Figure 1. Sizing map.
Scale: 4 px per um.
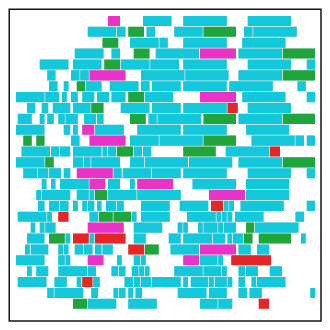
Figure 2. Signal metal coverage by tile.
Scale: 4 px per um. 16 x 16 tiles, from dark purple (low) to yellow (high), scaled to the fullest tile. Values are wire area over tile area, all layers added.
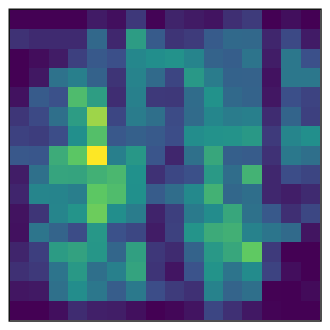
Figure 3. Signal wires on met3.
Scale: 4 px per um.
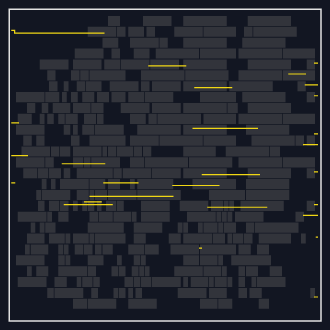
Figure 4. Cell classes on the final placement.
Scale: 6 px per um.
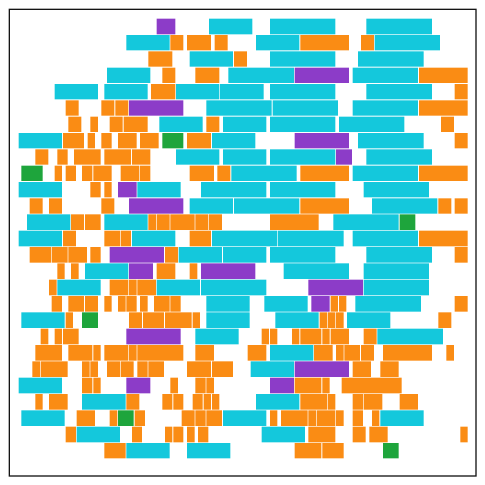
File: src/rtl/uart_rx_param.sv
// Parametrised UART receiver: line synchroniser, start-edge detection, bit timing, frame FSM
// and a first-word fall-through receive FIFO with a valid/ready output handshake.
module uart_rx_param #(
   parameter int BAUD_DIV   = 434,
   parameter int DATA_BITS  = 8,
   parameter int PARITY     = 0,
   parameter int STOP_BITS  = 1,
   parameter int FIFO_DEPTH = 4
) (
   input  logic                 CLK,
   input  logic                 RST,
   input  logic                 RX_Pin_In,
   input  logic                 RX_En_Sig,
   input  logic                 RX_Ready,
   output logic                 RX_Valid,
   output logic [DATA_BITS-1:0] RX_Data,
   output logic                 RX_Parity_Err,
   output logic                 RX_Frame_Err,
   output logic                 RX_Overrun_Sig,
   output logic                 RX_Busy
);
   localparam int CW = $clog2(BAUD_DIV);
   localparam int AW = $clog2(FIFO_DEPTH);
   localparam int WW = DATA_BITS + 2;
   localparam logic [CW-1:0] HALF_LOAD = CW'(BAUD_DIV / 2 - 1);
   localparam logic [CW-1:0] FULL_LOAD = CW'(BAUD_DIV - 1);
   localparam logic [CW-1:0] CNT_ONE   = {{(CW-1){1'b0}}, 1'b1};
   localparam logic [AW:0]   PTR_ONE   = {{AW{1'b0}}, 1'b1};
   localparam logic [3:0]    LAST_DATA = 4'(DATA_BITS - 1);
   localparam logic [3:0]    LAST_STOP = 4'(STOP_BITS - 1);
   localparam logic [1:0]    PAR_MODE  = 2'(PARITY);

   typedef enum logic [2:0] {
      ST_IDLE       = 3'd0,
      ST_START      = 3'd1,
      ST_DATA       = 3'd2,
      ST_PARITY     = 3'd3,
      ST_STOP       = 3'd4,
      ST_BREAK_WAIT = 3'd5
   } state_t;

   function automatic logic parity_err_f(input logic [DATA_BITS-1:0] data, input logic pbit);
      logic x;
      x = ^{data, pbit};
      case (PAR_MODE)
         2'd1:    parity_err_f = ~x;
         2'd2:    parity_err_f = x;
         default: parity_err_f = 1'b0;
      endcase
   endfunction

   state_t                 state_r, state_n;
   logic [1:0]             sync_r;
   logic                   prev_r;
   logic [CW-1:0]          cnt_r;
   logic [3:0]             idx_r;
   logic [DATA_BITS-1:0]   shift_r;
   logic                   perr_r, ferr_r, push_r, push_s;
   logic [WW-1:0]          word_r, word_s;
   logic [WW-1:0]          mem_r [FIFO_DEPTH];
   logic [AW:0]            wr_ptr_r, rd_ptr_r;
   logic                   line_s, fall_s, tick_s, empty_s, full_s, pop_s, wr_en_s;
   logic [WW-1:0]          head_s;

   assign line_s = sync_r[1];
   assign fall_s = prev_r & ~line_s;
   assign tick_s = (cnt_r == {CW{1'b0}});

   // Two-flop synchroniser plus previous sample for falling-edge detection
   always_ff @(posedge CLK) begin
      if (RST) begin
         sync_r <= 2'b11;
         prev_r <= 1'b1;
      end else begin
         sync_r <= {sync_r[0], RX_Pin_In};
         prev_r <= sync_r[1];
      end
   end

   // Frame FSM state register
   always_ff @(posedge CLK) begin
      if (RST) state_r <= ST_IDLE;
      else     state_r <= state_n;
   end

   // Frame FSM next-state and push decode
   always_comb begin
      state_n = state_r;
      push_s  = 1'b0;
      word_s  = {ferr_r | ~line_s, perr_r, shift_r};
      case (state_r)
         ST_IDLE: begin
            if (RX_En_Sig && fall_s) state_n = ST_START;
            else                     state_n = ST_IDLE;
         end
         ST_START: begin
            if (tick_s) state_n = line_s ? ST_IDLE : ST_DATA;
            else        state_n = ST_START;
         end
         ST_DATA: begin
            if (tick_s && idx_r == LAST_DATA) state_n = (PAR_MODE != 2'd0) ? ST_PARITY : ST_STOP;
            else                              state_n = ST_DATA;
         end
         ST_PARITY: begin
            if (tick_s) state_n = ST_STOP;
            else        state_n = ST_PARITY;
         end
         ST_STOP: begin
            if (tick_s && idx_r == LAST_STOP) begin
               push_s  = 1'b1;
               state_n = (ferr_r | ~line_s) ? ST_BREAK_WAIT : ST_IDLE;
            end else begin
               state_n = ST_STOP;
            end
         end
         ST_BREAK_WAIT: begin
            if (line_s) state_n = ST_IDLE;
            else        state_n = ST_BREAK_WAIT;
         end
         default: state_n = ST_IDLE;
      endcase
   end

   // Bit timer, shift register and error accumulation; IDLE keeps the half-bit preload ready
   always_ff @(posedge CLK) begin
      if (RST) begin
         cnt_r   <= HALF_LOAD;
         idx_r   <= 4'd0;
         shift_r <= {DATA_BITS{1'b0}};
         perr_r  <= 1'b0;
         ferr_r  <= 1'b0;
         push_r  <= 1'b0;
         word_r  <= {WW{1'b0}};
      end else begin
         cnt_r  <= tick_s ? FULL_LOAD : cnt_r - CNT_ONE;
         push_r <= push_s;
         word_r <= word_s;
         case (state_r)
            ST_IDLE: begin
               cnt_r  <= HALF_LOAD;
               idx_r  <= 4'd0;
               perr_r <= 1'b0;
               ferr_r <= 1'b0;
            end
            ST_DATA: begin
               if (tick_s) begin
                  shift_r <= {line_s, shift_r[DATA_BITS-1:1]};
                  idx_r   <= (idx_r == LAST_DATA) ? 4'd0 : idx_r + 4'd1;
               end
            end
            ST_PARITY: begin
               if (tick_s) perr_r <= parity_err_f(shift_r, line_s);
            end
            ST_STOP: begin
               if (tick_s) begin
                  ferr_r <= ferr_r | ~line_s;
                  idx_r  <= idx_r + 4'd1;
               end
            end
            default: ;
         endcase
      end
   end

   // Pointers carry an extra wrap bit: equal = empty, equal index with differing wrap = full
   assign empty_s = (wr_ptr_r == rd_ptr_r);
   assign full_s  = (wr_ptr_r[AW] != rd_ptr_r[AW]) && (wr_ptr_r[AW-1:0] == rd_ptr_r[AW-1:0]);
   assign pop_s   = ~empty_s & RX_Ready;
   assign wr_en_s = push_r & (~full_s | pop_s);

   // FIFO pointer update
   always_ff @(posedge CLK) begin
      if (RST) begin
         wr_ptr_r <= {(AW+1){1'b0}};
         rd_ptr_r <= {(AW+1){1'b0}};
      end else begin
         if (wr_en_s) wr_ptr_r <= wr_ptr_r + PTR_ONE;
         if (pop_s)   rd_ptr_r <= rd_ptr_r + PTR_ONE;
      end
   end

   // FIFO storage write
   always_ff @(posedge CLK) begin
      if (wr_en_s) mem_r[wr_ptr_r[AW-1:0]] <= word_r;
   end

   assign head_s         = mem_r[rd_ptr_r[AW-1:0]];
   assign RX_Valid       = ~empty_s;
   assign RX_Data        = RX_Valid ? head_s[DATA_BITS-1:0] : {DATA_BITS{1'b0}};
   assign RX_Parity_Err  = RX_Valid & head_s[DATA_BITS];
   assign RX_Frame_Err   = RX_Valid & head_s[DATA_BITS+1];
   assign RX_Overrun_Sig = push_r & full_s & ~pop_s;
   assign RX_Busy        = (state_r != ST_IDLE);

endmodule
File: config.mk
export PLATFORM = sky130hd
export DESIGN_NAME = uart_rx_param
export DESIGN_NICKNAME = d
export VERILOG_FILES = /design/src/rtl/uart_rx_param.sv
export SDC_FILE = /design/constraint.sdc
export NUM_CORES = 1
export LEC_CHECK = 0
export CAP_MARGIN = 5
export CORE_UTILIZATION = 60
export CTS_BUF_LIST = sky130_fd_sc_hd__clkbuf_16
export DETAILED_ROUTE_END_ITERATION = 8
export DONT_BUFFER_PORTS = 1
export PLACE_DENSITY = 0.73
export SLEW_MARGIN = 30
export SYNTH_ARGS = -nofsm -noshare
export SYNTH_HDL_FRONTEND = slang
export SYNTH_SLANG_ARGS = --single-unit
File: constraint.sdc
create_clock -name CLK -period 2.23 [get_ports CLK]
set_input_delay 0.223 -clock CLK [delete_from_list [all_inputs] [get_ports CLK]]
set_output_delay 0.223 -clock CLK [all_outputs]
set_load 0.02 [all_outputs]
==> summary.txt <==
Synthesis and place-and-route results.

- The endpoint of the worst setup timing path is RX_Data[2].
- The share of total power dissipated in the clock network is 0.468.
- The number of cells on the worst reg-to-reg path is 3.
- The amount of wire on met3 after detailed routing is 179 um.
- At the end of the flow, the number of nets in the layout was 296.
- The sequential portion of the cell area is 0.524.
- Summing every instance area after synthesis gives 3420 sq um.
- The OpenROAD report gives the critical path a required time of 2.01 ns.
- The endpoint of the worst hold path is reported as state_r[2].
- There are 82 flip-flops and latches.
- The biggest area consumer among synthesized cells is sky130_fd_sc_hd__edfxtp_1.
- In the setup report, the worst path falls into the class reg2out.
- The reg-to-reg endpoint is mem_r[2][5].
- The run finished with clean final reports.
- For this run, the final setup violation count is recorded as 0.
- The worst slack on hold paths is 0.0176 ns.
- Setup repair after global routing left no endpoint under its margin.
- For the worst setup path, the data arrival time is 1.82 ns.
- The total wire length is 5650 um.
- The TritonCTS clock tree is built.
- Note that the worst hold path type here is in2reg.
- The dominant cell by count in the synthesized netlist is sky130_fd_sc_hd__dfxtp_1.
- The wire length the detailed router placed on met1 is 2500 um.
- Per the CTS log, the maximum H-tree level is 3.
- The number of synthesis warnings is 0.
- The fraction of final layout cells with drive strength greater than 1 is 0.185.
- The finished layout reports a core utilization of 0.694.
- The critical path in the final layout is reported with a setup slack of 0.188 ns.
- The first detailed-routing pass took 4 iterations.
- The largest stage delay on the critical path is 0.42 ns.
- The via count of the first global-routing pass is 1994.
- The largest power group is sequential cells.
- The final max-slew violation count is 0.
- The cell count listed in synth_stat.txt is 274.
- The overall die width is 77.5 um.
- The basic-gate share of the synthesized area counting and, or, nand and nor cells is 0.154.
- The number of vias in the routed layout is 2024.
- The sequential power reported by the tool is 1.57 mW.
- The critical path starts at wr_ptr_r[1].
- In this run the worst path has a maximum fanout of 10.
- The count of unique library cells instantiated by Yosys is 55.
- Combinational cells consume a total of 0.0363 mW.
- The height of the die is 77.5 um.
- The total tool warning count is 31.
- Of the total power, combinational logic draws 0.012.
- The number of buffers added for setup after CTS is 0.
- The multi-input combinational gate total is 168.
- The internal cell power is 2.36 mW.
- The tally of non-filler cells in the final layout is 359.
- The pre-CTS setup slack is 0.215 ns.
- The antenna diode count is 0.
- Ranked by total cell area, the synthesized netlist is headed by sky130_fd_sc_hd__edfxtp_1 32%, sky130_fd_sc_hd__dfxtp_1 27%, sky130_fd_sc_hd__mux4_2 5.9%.
- The area occupied by registers is 2000 sq um.
- The detailed router's first-iteration violation count is 108.
- Per the CTS log, the buffer count on the longest clock path is 2.
- The share of synthesized cell area in full adder, half adder and majority cells is 0.0329.
- For this run, asynchronously set or reset flops after synthesis account for 0.
- The placement stage leaves a total instance area of 3500 sq um.
- Yosys reports a chip area of 3420 sq um.
- The non-clock buffering overhead in the final layout is 0.0131.
- The count of nets left with antenna violations once routing finished came out at 0.
- The highest ir drop seen on vdd is 467 uV.
- The area overhead of the layout relative to synthesis is 11.6%.
- The top routing layer in use is met4.
- Per the run summary, max-cap violations total 0.
- Routing resource usage on met3 recorded by global route was 0.0459.
- The register with the most flip-flops in the layout has 36 of them.
- The layout has 9 clock buffers.
Back to the opening pictures, Figure 1:
legend:
  _2 cells:
    color: green
    cells: 29
    share: 10%
  _6 and larger:
    color: magenta
    cells: 14
    share: 4.9%
  _3 and _4 cells:
    color: red
    cells: 10
    share: 3.5%
  _0 and _1 cells:
    color: cyan
    cells: 234
    share: 82%

Back to the opening pictures, Figure 2:
fullest tile: 0.49
nearly empty tiles: 8.2%
emptiest ninth of the die: north-west
densest ninth of the die: west
tiles over half the peak: 17%

Back to the opening pictures, Figure 3:
wire length on this layer: 179 um
longest straight run: 22.3 um

Back to the opening pictures, Figure 4:
legend:
  clock drivers and dummy loads:
    color: purple
    cells: 16
    share_of_their_area: 7.8%
  sequential cells:
    color: cyan
    cells: 82
    share_of_their_area: 54%
  remaining buffers and delay cells:
    color: green
    cells: 6
    share_of_their_area: 1.3%
  combinational and other logic:
    color: orange
    cells: 183
    share_of_their_area: 37%

Power figures rest on the tool's default switching activity, not on a simulated workload.
